<file path="config.mk">
export PLATFORM = sky130hd
export DESIGN_NAME = sipo_receiver_flat
export DESIGN_NICKNAME = d
export VERILOG_FILES = /design/src/rtl/sipo_receiver_if.sv /design/src/rtl/sipo_receiver.sv /design/src/flat_wrapper.sv
export SDC_FILE = /design/constraint.sdc
export NUM_CORES = 1
export LEC_CHECK = 0
export CORE_UTILIZATION = 49
export CTS_CLUSTER_DIAMETER = 30
export CTS_CLUSTER_SIZE = 24
export DETAILED_ROUTE_END_ITERATION = 10
export PLACE_DENSITY_LB_ADDON = 0.15
export SKIP_LAST_GASP = 1
export SLEW_MARGIN = 20
export SYNTH_ARGS = -nofsm -noshare
export SYNTH_HDL_FRONTEND = slang
export SYNTH_SLANG_ARGS = --single-unit
</file>
<file path="constraint.sdc">
create_clock -name i_clk -period 1.6 [get_ports i_clk]
set_input_delay 0.24 -clock i_clk [delete_from_list [all_inputs] [get_ports i_clk]]
set_output_delay 0.24 -clock i_clk [all_outputs]
set_load 0.01 [all_outputs]
</file>
<file path="src/rtl/sipo_receiver_if.sv">
// Serial-link receive bundle: serial line and frame enable in,
// parallel word with valid/ack handshake and status flags out.
interface sipo_receiver_if #(
  parameter int WIDTH = 8
);
  logic             s;
  logic             en;
  logic             ack;
  logic [WIDTH-1:0] p;
  logic             valid;
  logic             overrun;
  logic             ferr;
  logic             busy;

  modport master (
    output s, en, ack,
    input  p, valid, overrun, ferr, busy
  );

  modport slave (
    input  s, en, ack,
    output p, valid, overrun, ferr, busy
  );
endinterface

</file>
<file path="src/rtl/sipo_receiver.sv">
// MSB-first serial-to-parallel receiver with valid/ack handshake,
// sticky overrun and one-cycle truncated-frame pulse.
module sipo_receiver #(
  parameter int WIDTH = 8
) (
  input  logic          i_clk,
  input  logic          i_rst,
  sipo_receiver_if.slave bus
);
  localparam int CW = $clog2(WIDTH);

  typedef enum logic {
    IDLE  = 1'b0,
    SHIFT = 1'b1
  } state_t;

  logic [WIDTH-1:0] r_sh, w_sh_n;
  logic [CW-1:0]    r_cnt, w_cnt_n;
  logic [WIDTH-1:0] r_p, w_p_n;
  logic             r_valid, w_valid_n;
  logic             r_ovr, w_ovr_n;
  logic             r_ferr, w_ferr_n;
  logic             w_done;
  logic [WIDTH-1:0] w_word;
  state_t           w_state;

  assign w_state = (r_cnt == '0) ? IDLE : SHIFT;
  assign w_word  = {r_sh[WIDTH-2:0], bus.s};
  assign w_done  = bus.en && (r_cnt == CW'(WIDTH-1));

  always_ff @(posedge i_clk) begin
    if (i_rst) begin
      r_sh    <= '0;
      r_cnt   <= '0;
      r_p     <= '0;
      r_valid <= 1'b0;
      r_ovr   <= 1'b0;
      r_ferr  <= 1'b0;
    end else begin
      r_sh    <= w_sh_n;
      r_cnt   <= w_cnt_n;
      r_p     <= w_p_n;
      r_valid <= w_valid_n;
      r_ovr   <= w_ovr_n;
      r_ferr  <= w_ferr_n;
    end
  end

  always_comb begin
    w_sh_n    = r_sh;
    w_cnt_n   = r_cnt;
    w_p_n     = r_p;
    w_valid_n = r_valid;
    w_ovr_n   = r_ovr;
    w_ferr_n  = 1'b0;

    if (bus.en) begin
      if (w_done) begin
        w_sh_n  = '0;
        w_cnt_n = '0;
      end else begin
        w_sh_n  = w_word;
        w_cnt_n = r_cnt + CW'(1);
      end
    end else if (w_state == SHIFT) begin
      // partial word dropped; p/valid untouched
      w_sh_n   = '0;
      w_cnt_n  = '0;
      w_ferr_n = 1'b1;
    end

    if (w_done) begin
      w_p_n     = w_word;
      w_valid_n = 1'b1;
      if (r_valid && !bus.ack)
        w_ovr_n = 1'b1;
    end else if (bus.ack) begin
      w_valid_n = 1'b0;
      w_ovr_n   = 1'b0;
    end
  end

  assign bus.p       = r_p;
  assign bus.valid   = r_valid;
  assign bus.overrun = r_ovr;
  assign bus.ferr    = r_ferr;
  assign bus.busy    = (w_state == SHIFT);
endmodule

</file>
<file path="src/flat_wrapper.sv">
// flat-port wrapper written by rule: the top's interface ports become plain ports
module sipo_receiver_flat 
#(
  parameter int WIDTH = 8
)
  (i_clk, i_rst, bus_s, bus_en, bus_ack, bus_p, bus_valid, bus_overrun, bus_ferr, bus_busy);
  sipo_receiver_if #(.WIDTH(WIDTH)) bus_i ();
  input  logic i_clk;
  input  logic i_rst;
  input wire logic [$bits(bus_i.s)-1:0] bus_s;
  input wire logic [$bits(bus_i.en)-1:0] bus_en;
  input wire logic [$bits(bus_i.ack)-1:0] bus_ack;
  output wire logic [$bits(bus_i.p)-1:0] bus_p;
  output wire logic [$bits(bus_i.valid)-1:0] bus_valid;
  output wire logic [$bits(bus_i.overrun)-1:0] bus_overrun;
  output wire logic [$bits(bus_i.ferr)-1:0] bus_ferr;
  output wire logic [$bits(bus_i.busy)-1:0] bus_busy;
  assign bus_i.s = bus_s;
  assign bus_i.en = bus_en;
  assign bus_i.ack = bus_ack;
  assign bus_p = bus_i.p;
  assign bus_valid = bus_i.valid;
  assign bus_overrun = bus_i.overrun;
  assign bus_ferr = bus_i.ferr;
  assign bus_busy = bus_i.busy;
  sipo_receiver #(.WIDTH(WIDTH)) u_core (.i_clk(i_clk), .i_rst(i_rst), .bus(bus_i));
endmodule
</file>
### Signal wires on met1, run 1

Scale bar: 10 um. Cells faint in the background.
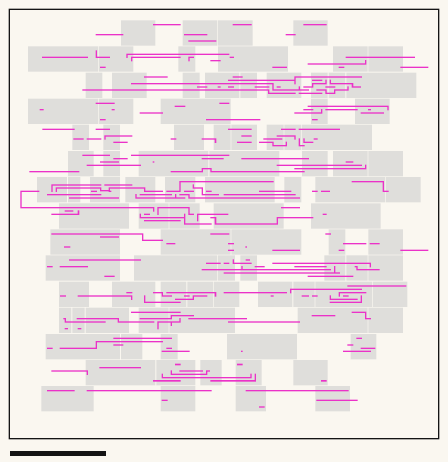
nets with wire on the layer = 94
longest straight run = 19.3 um
wire length on this layer = 698 um

### The metal 2 layer, run 1

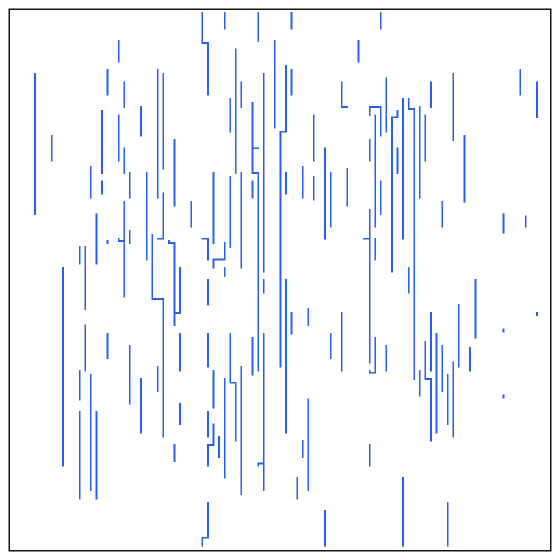
share of all routed wire = 45%
nets with wire on the layer = 92
longest straight run = 22.3 um
wire length on this layer = 639 um

### Met3 routing, run 1

Scale bar: 10 um.
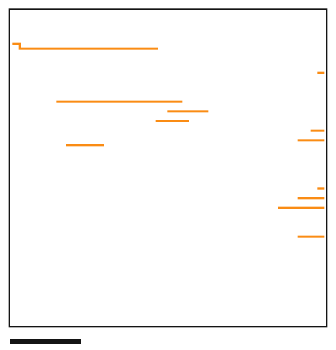
share of all routed wire = 5.1%
longest straight run = 19.3 um
wire length on this layer = 72.8 um

==> CHANGELOG.md, run 1 <==
### Metrics

* Pwr top: registers
* Final max-slew violation count at 0
* Number of enable flip-flop cells at 0
* Via Count at 636
* Top-area cell share at 0.474
* Layout Utilization at 0.629
* Seq. pwr at 0.536 mW
* WP buf/inv at 2
* Unrepaired setup endpoints after global routing: false
* Global route total overflow at 0
* CTS tree: yes
* Routability cong. at 0.763
* Hold WS at 0.488 ns
* Syn nets at 86
* Slowest cell on the critical path: dfxtp_2
* Combinational Power Share at 0.087
* Worst hold path class: reg2reg
* Count leader, synth: dfxtp_1
* First-pass GRT wire length at 2370 um
* Post-place instance area at 1040 um^2
* P&R area growth vs syn at 21.2%
* Crit path max-delay family: flip-flops
* Core area at 1710 um^2
* Layout Cells excl Fill at 120
* Cells in synth_stat.txt at 78
* Yosys chip area at 887 um^2
* Post-cts resize count at 2
* Number of flip-flops in the largest register at 8
* # setup viols final at 0
* Worst-Margin Slew at 0.453 ns
* Initial Util at 0.519
* Number of I/O port buffers at 16
* Critical Path RT at 1.36 ns
* Final ANT Viol Nets at 0
* Worst Setup End Kind: output port
* Status: complete, no violations
* DR iter-0 viols at 7
* Comb pwr at 0.0740 mW
* Final Hold Vio Count at 0
* Chip width at 44.6 um
* Max clock buf depth at 2
* # H-tree levels at 1
* Critical path peak fanout at 4
* Die area at 1980 um^2
* ANT cells at 0
* Rows at 15
* DP Worst Slack at 0.0721 ns
* Initial antenna violation count at 0
* Crit path DAT at 1.24 ns
* Root buf cell: clkbuf_4
* Hold Path Cell Cnt at 2
* Synth Area per Inst at 11.4 um^2
* RR Startpoint: u_core.r_cnt[0]
* Hold path endpoint: u_core.bus.p[5]
* Clock Skews at 0.00155 ns
* Die Height at 44.6 um
* CP Class: reg2out
* Cells along the critical path: inv_1, ha_2, nand2b_1, dlygate4sd2_1
* Largest net degree at the start of global routing at 19
* Worst R2R Path Depth at 5
* HPWL Detailed at 963 um
* VDD IR-drop max at 0.701 mV
run 1: final cells by class:
type                            count  area [um^2]  share of cell area
Sequential cell                    21          423               0.393
Tap cell                           25         31.3              0.0291
Inverter                            2         7.51             0.00698
Clock buffer                        4         26.3              0.0244
Timing Repair Buffer               19          181               0.169
Multi-Input combinational cell     49          405               0.377
run 1: metal layers:
layer / up-vias / GRT usage / part of all wire
met5: - / 0 / 0
li1: 317 / - / -
met3: 2 / 0.0857 / 0.051
met2: 14 / 0.238 / 0.45
met1: 303 / 0.231 / 0.49
met4: 0 / 0.0182 / 0.0070
run 1: cells by family (layout without fill, tap and decap cells):
logic type                 Yosys count  after routing  synth area share
AOI/OAI and AO/OA                   28             28             0.252
adders and majority gates            3              3            0.0423
buffers and inverters                8             25            0.0719
DFF                                 21             21             0.474
and+or+nand+nor                     18             18             0.159
--- run 2 (diff from run 1) ---
- CTS_CLUSTER_DIAMETER: 30 -> 120
- HOLD_SLACK_MARGIN: default -> 0.12
### The clock network, run 2

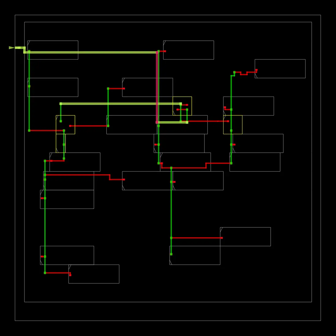
CTS sink cnt: 21
TritonCTS buffer count: 3
registers: 21
Clk power: 0.238 mW
Clock Skews: 0.00155 ns

### Signal wires on met1, run 2

Scale bar: 10 um. Cells faint in the background.
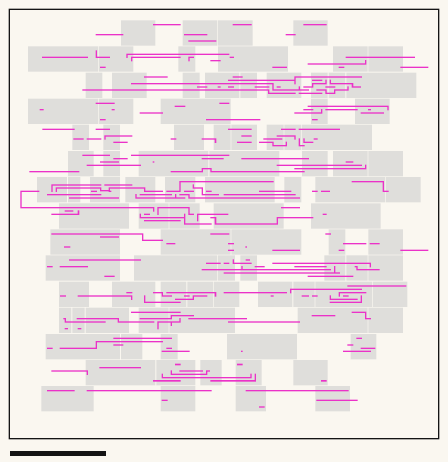
longest straight run = 19.3 um
share of all routed wire = 49%
wire length on this layer = 698 um
main direction = horizontal

==> CHANGELOG.md, run 2 <==
### Metrics

* XOR-XNOR Cells, Area Fraction at 0 (unchanged)
* ANT cells at 0 (unchanged)
* # H-tree levels at 1 (unchanged)
* Hold Path Cell Cnt at 2 (unchanged)
* Die Height at 44.6 um (unchanged)
* Post-place instance area at 1040 um^2 (unchanged)
* Count leader, synth: dfxtp_1
* WP buf/inv at 2 (unchanged)
* Status: complete, no violations
* Synth Area per Inst at 11.4 um^2 (unchanged)
* Mux share at 0 (unchanged)
* Complex Gates by Area at 0.252 (unchanged)
* First-pass GRT wire length at 2370 um (unchanged)
* Layout Cells excl Fill at 120 (unchanged)
* Crit path max-delay family: flip-flops
* Routed length on met1 at 697 um (unchanged)
* Rows at 15 (unchanged)
* Critical path peak fanout at 4 (unchanged)
* CTS tree: yes
* Hold WS at 0.488 ns (unchanged)
* Met1 Track Usage GR at 0.231 (unchanged)
* Adder share at 0.0423 (unchanged)
* Top-area cell share at 0.474 (unchanged)
* Worst R2R Path Depth at 5 (unchanged)
* Top sig layer: met4
* Unrepaired setup endpoints after global routing: false
* Largest net degree at the start of global routing at 19 (unchanged)
* Chip width at 44.6 um (unchanged)
* Cells in synth_stat.txt at 78 (unchanged)
* Worst Setup End Kind: output port
* Core area at 1710 um^2 (unchanged)
* Global route total overflow at 0 (unchanged)
* Met3 usage at 0.0857 (unchanged)
* Hold path endpoint: u_core.bus.p[5]
* Avg WL per Cell at 11.8 um
* Crit path DAT at 1.24 ns (about the same)
* P&R area growth vs syn at 21.2% (unchanged)
* Number of enable flip-flop cells at 0 (unchanged)
* P_sw at 0.183 mW
* Met2 WL post-DR at 638 um (unchanged)
* Reg power frac at 0.632
* DR iter-0 viols at 7 (unchanged)
* Number of flip-flops in the largest register at 8 (unchanged)
* Cells along the critical path: inv_1, ha_2, nand2b_1, dlygate4sd2_1
* CP Class: reg2out
* Syn nets at 86 (unchanged)
* Initial Util at 0.519 (unchanged)
* Slowest cell on the critical path: dfxtp_2
* Worst Setup SP: u_core.r_cnt[0]
* VDD IR-drop max at 0.701 mV (unchanged)
* Via Count at 636 (unchanged)
* Final ANT Viol Nets at 0 (unchanged)
* Worst hold path class: reg2reg
* WL met3 at 72 um (unchanged)
* Worst-Margin Slew at 0.453 ns (unchanged)
* Root buf cell: clkbuf_4
* Post-cts resize count at 2 (unchanged)
* Routability cong. at 0.763 (unchanged)
* HPWL Detailed at 963 um (unchanged)
* Initial antenna violation count at 0 (unchanged)
* Final max-slew violation count at 0 (unchanged)
* Final worst path period need at 1.48 ns
* AND/OR/NAND/NOR Cells, Area Fraction at 0.159 (unchanged)
* Die area at 1980 um^2 (unchanged)
* DP Worst Slack at 0.0721 ns (unchanged)
* Comb area leader: AND-OR/OR-AND gates
* RR Startpoint: u_core.r_cnt[0]
* # setup viols final at 0 (unchanged)
* GRT busiest layer: met2
* Reg2Reg Setup Slack at 0.18 ns
* Combinational Power Share at 0.087 (about the same)
* Global-route track usage on met2 at 0.238 (unchanged)
* Layout Utilization at 0.629 (unchanged)
* Number of I/O port buffers at 16 (unchanged)
* CTS Hold Bufs at 0
* Final Hold Vio Count at 0 (unchanged)
* Yosys chip area at 887 um^2 (unchanged)
* Slew margin rel. at 0.697
* Critical Path RT at 1.36 ns (about the same)
* Max clock buf depth at 2 (unchanged)
run 2: layout make-up:
| cell class | instances | area, um^2 | area share |
|---|---|---|---|
| Inverter | 2 | 7.51 | 0.00698 |
| Multi-Input combinational cell | 49 | 405 | 0.377 |
| Clock buffer | 4 | 26.3 | 0.0244 |
| Timing Repair Buffer | 19 | 181 | 0.169 |
| Sequential cell | 21 | 423 | 0.393 |
| Tap cell | 25 | 31.3 | 0.0291 |
run 2: power by group through the flow:
stage / Combinational, mW / Clock, mW / Sequential (mW)
floorplan: 0.0499 / 0 / 0.547
global placement: 0.0736 / 0 / 0.548
detailed placement: 0.0747 / 0 / 0.548
CTS: 0.0733 / 0.252 / 0.536
global route: 0.0809 / 0.281 / 0.538
finish: 0.0740 / 0.238 / 0.536
### The metal 2 layer, run 2

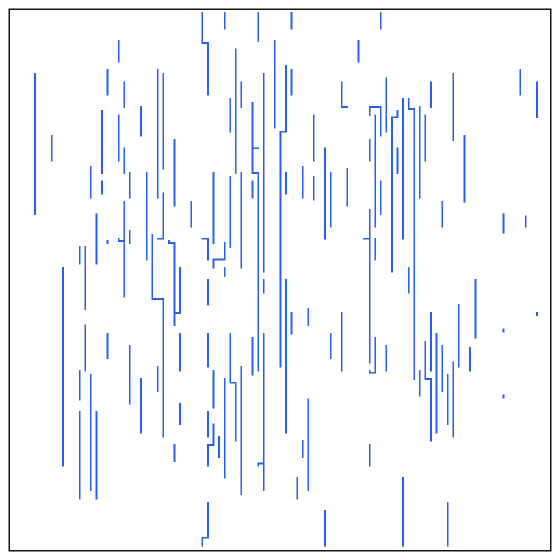

--- run 3 (diff from run 2) ---
- CORE_MARGIN: default -> 2
### The metal 2 layer, run 3

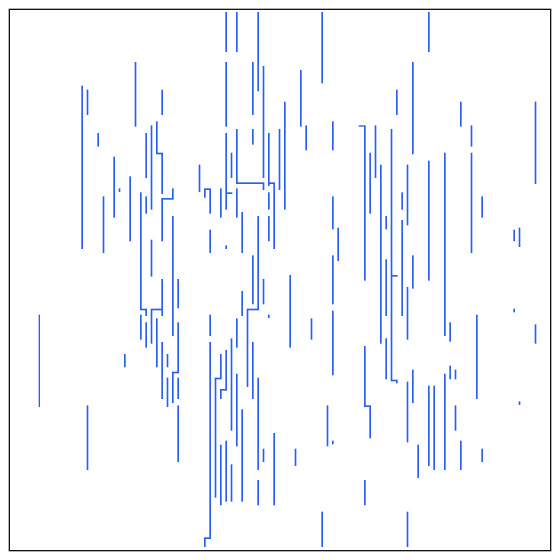
wire length on this layer = 620 um
main direction = vertical
nets with wire on the layer = 86

### Signal wires on met1, run 3

Scale bar: 10 um. Cells faint in the background.
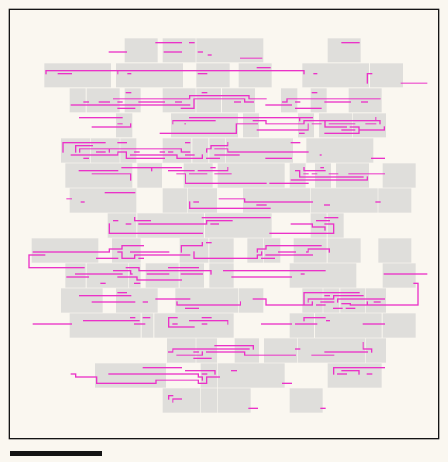
nets with wire on the layer = 94
share of all routed wire = 50%
wire length on this layer = 725 um
longest straight run = 28.1 um

==> CHANGELOG.md, run 3 <==
### Metrics

* Mux share at 0 (unchanged)
* Avg WL per Cell at 11.8 um (-0.25%)
* ANT cells at 0 (unchanged)
* Top-area cell share at 0.474 (unchanged)
* Die area at 2170 um^2 (+9.2%)
* Worst hold path class: reg2reg
* Met2 WL post-DR at 619 um (-3.0%)
* Hold path endpoint: u_core.bus.p[7]
* Clock Skews at 0.00156 ns (+0.00000345 ns)
* Status: complete, no violations
* DR iter-0 viols at 9 (+2)
* CTS tree: yes
* Adder share at 0.0423 (unchanged)
* GRT busiest layer: met2
* Complex Gates by Area at 0.252 (unchanged)
* Initial antenna violation count at 0 (unchanged)
* Post-place instance area at 1060 um^2 (+1.4%)
* Layout Utilization at 0.638 (+0.00879)
* Final ANT Viol Nets at 0 (unchanged)
* Number of flip-flops in the largest register at 8 (unchanged)
* Global-route track usage on met2 at 0.219 (-0.0188)
* Unrepaired setup endpoints after global routing: false
* Slowest cell on the critical path: dfxtp_2
* Core area at 1710 um^2 (unchanged)
* Logic area at 403 um^2 (-0.62%)
* Critical Path RT at 1.36 ns (about the same)
* First-pass GRT wire length at 2300 um (-2.9%)
* TritonCTS buffer count at 3 (unchanged)
* # setup viols final at 0 (unchanged)
* Rows at 15 (unchanged)
* Worst-Margin Slew at 0.375 ns (-0.0781 ns)
* Crit path max-delay family: flip-flops
* Worst R2R Path Depth at 4 (-1)
* Met1 Track Usage GR at 0.212 (-0.0194)
* WL met3 at 69 um (-4.2%)
* RR Startpoint: u_core.r_cnt[0]
* Flop area at 423 um^2 (unchanged)
==> run 3: cell count changes in the layout (fill, tap and decap cells not counted) <==
cell             change
buf_4                +2
clkbuf_1             -1
clkdlybuf4s15_1      +1
clkinv_2             +1
dlygate4sd2_1        -1
ha_1                 +1
ha_2                 -1
==> run 3: layout make-up <==
cell class / count / share of cell area
sequential: 21 / 0.388
timing repair buffer: 21 / 0.181
inverter: 2 / 0.00689
clock buffer: 3 / 0.0207
tap: 25 / 0.0287
multi-input combinational: 49 / 0.370
clock inverter: 1 / 0.00459
==> run 3: cells by family after synthesis <==
family,count (synthesis)
fa+ha+maj,3
simple gates,18
compound gates,28
buf+inv,8
flops,21
==> run 3: where the power goes <==
group	internal, mW	total (mW)	switching (mW)
clock	0.0930	0.245	0.152
combinational	0.0385	0.0749	0.0364
sequential	0.531	0.537	0.00581
Power figures rest on the tool's default switching activity, not on a simulated workload.
